==> images/congestion.png <==
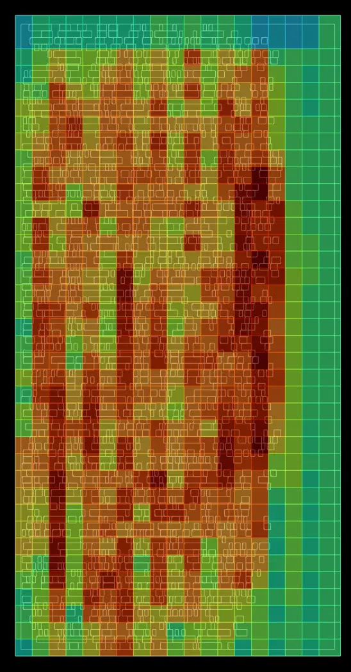
==> images/wires.png <==
Drawn at 2 px/um. Two of the layers only.
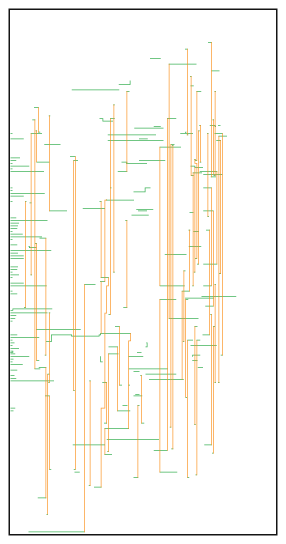
Design laser_pulse_gen, sky130hd; sources not shown.
==> results.txt <==
fresh numbers from the pnr run: DIE WIDTH 133 um, final hold slack 443 ps, mapped cell area 11300 um2, GR met2 Demand/Resource 55.3%, initial antenna violation count 0, layout cells sized above 1 10.1%, I/O Buffers 106, Top pwr grp combinational logic, Iter 0 DRT Violations 485, status finished clean, comb_multi_in 1139, flop count 138, # Taps about 430, Logic pwr share between 50% and 60%, # setup viols final 0, Root Driver clkbuf_16, Reg2Reg Setup Slack 110 ps, clock skew around 13 ps, CTS Buf Count 17, die height 262 um, Seq power roughly 1.4 mW, total net switching power about 2.8 mW, top cells by count, synth nand2_1 (281), dfrtp_1 (138), inv_1 (86), Comb/total area a little over half, Buf/Inv on CP 4, non-filler cells, final ~2000, Non-clock buffering overhead 13.0%, inverters 86, hold path cells 1, syn avg cell area between 7 and 8 um2, M1 GR Usage 26.0%, htree depth 4, Simple Share, Synth 26.4%, Worst path slowest cell o211ai_1, OpenROAD warnings 30, Power Dens Cells about 440 nW/um2, comb pwr 3.45 mW
## Picture notes: congestion.png
GRT busiest layer: met2
met3 Use GR: 2.93%
final core occ: 42.7%
GRT Resource Usage Total: 28.1%

## Picture notes: wires.png
legend:
  orange:
    layer: metal 4
    wire_length: 4130 um
  green:
    layer: metal 3
    wire_length: 1140 um
WL/cell: 23.7 um
Total Wirelength: 47.9 mm
DR vias: 11598

Power is estimated from default activity; no workload was simulated.
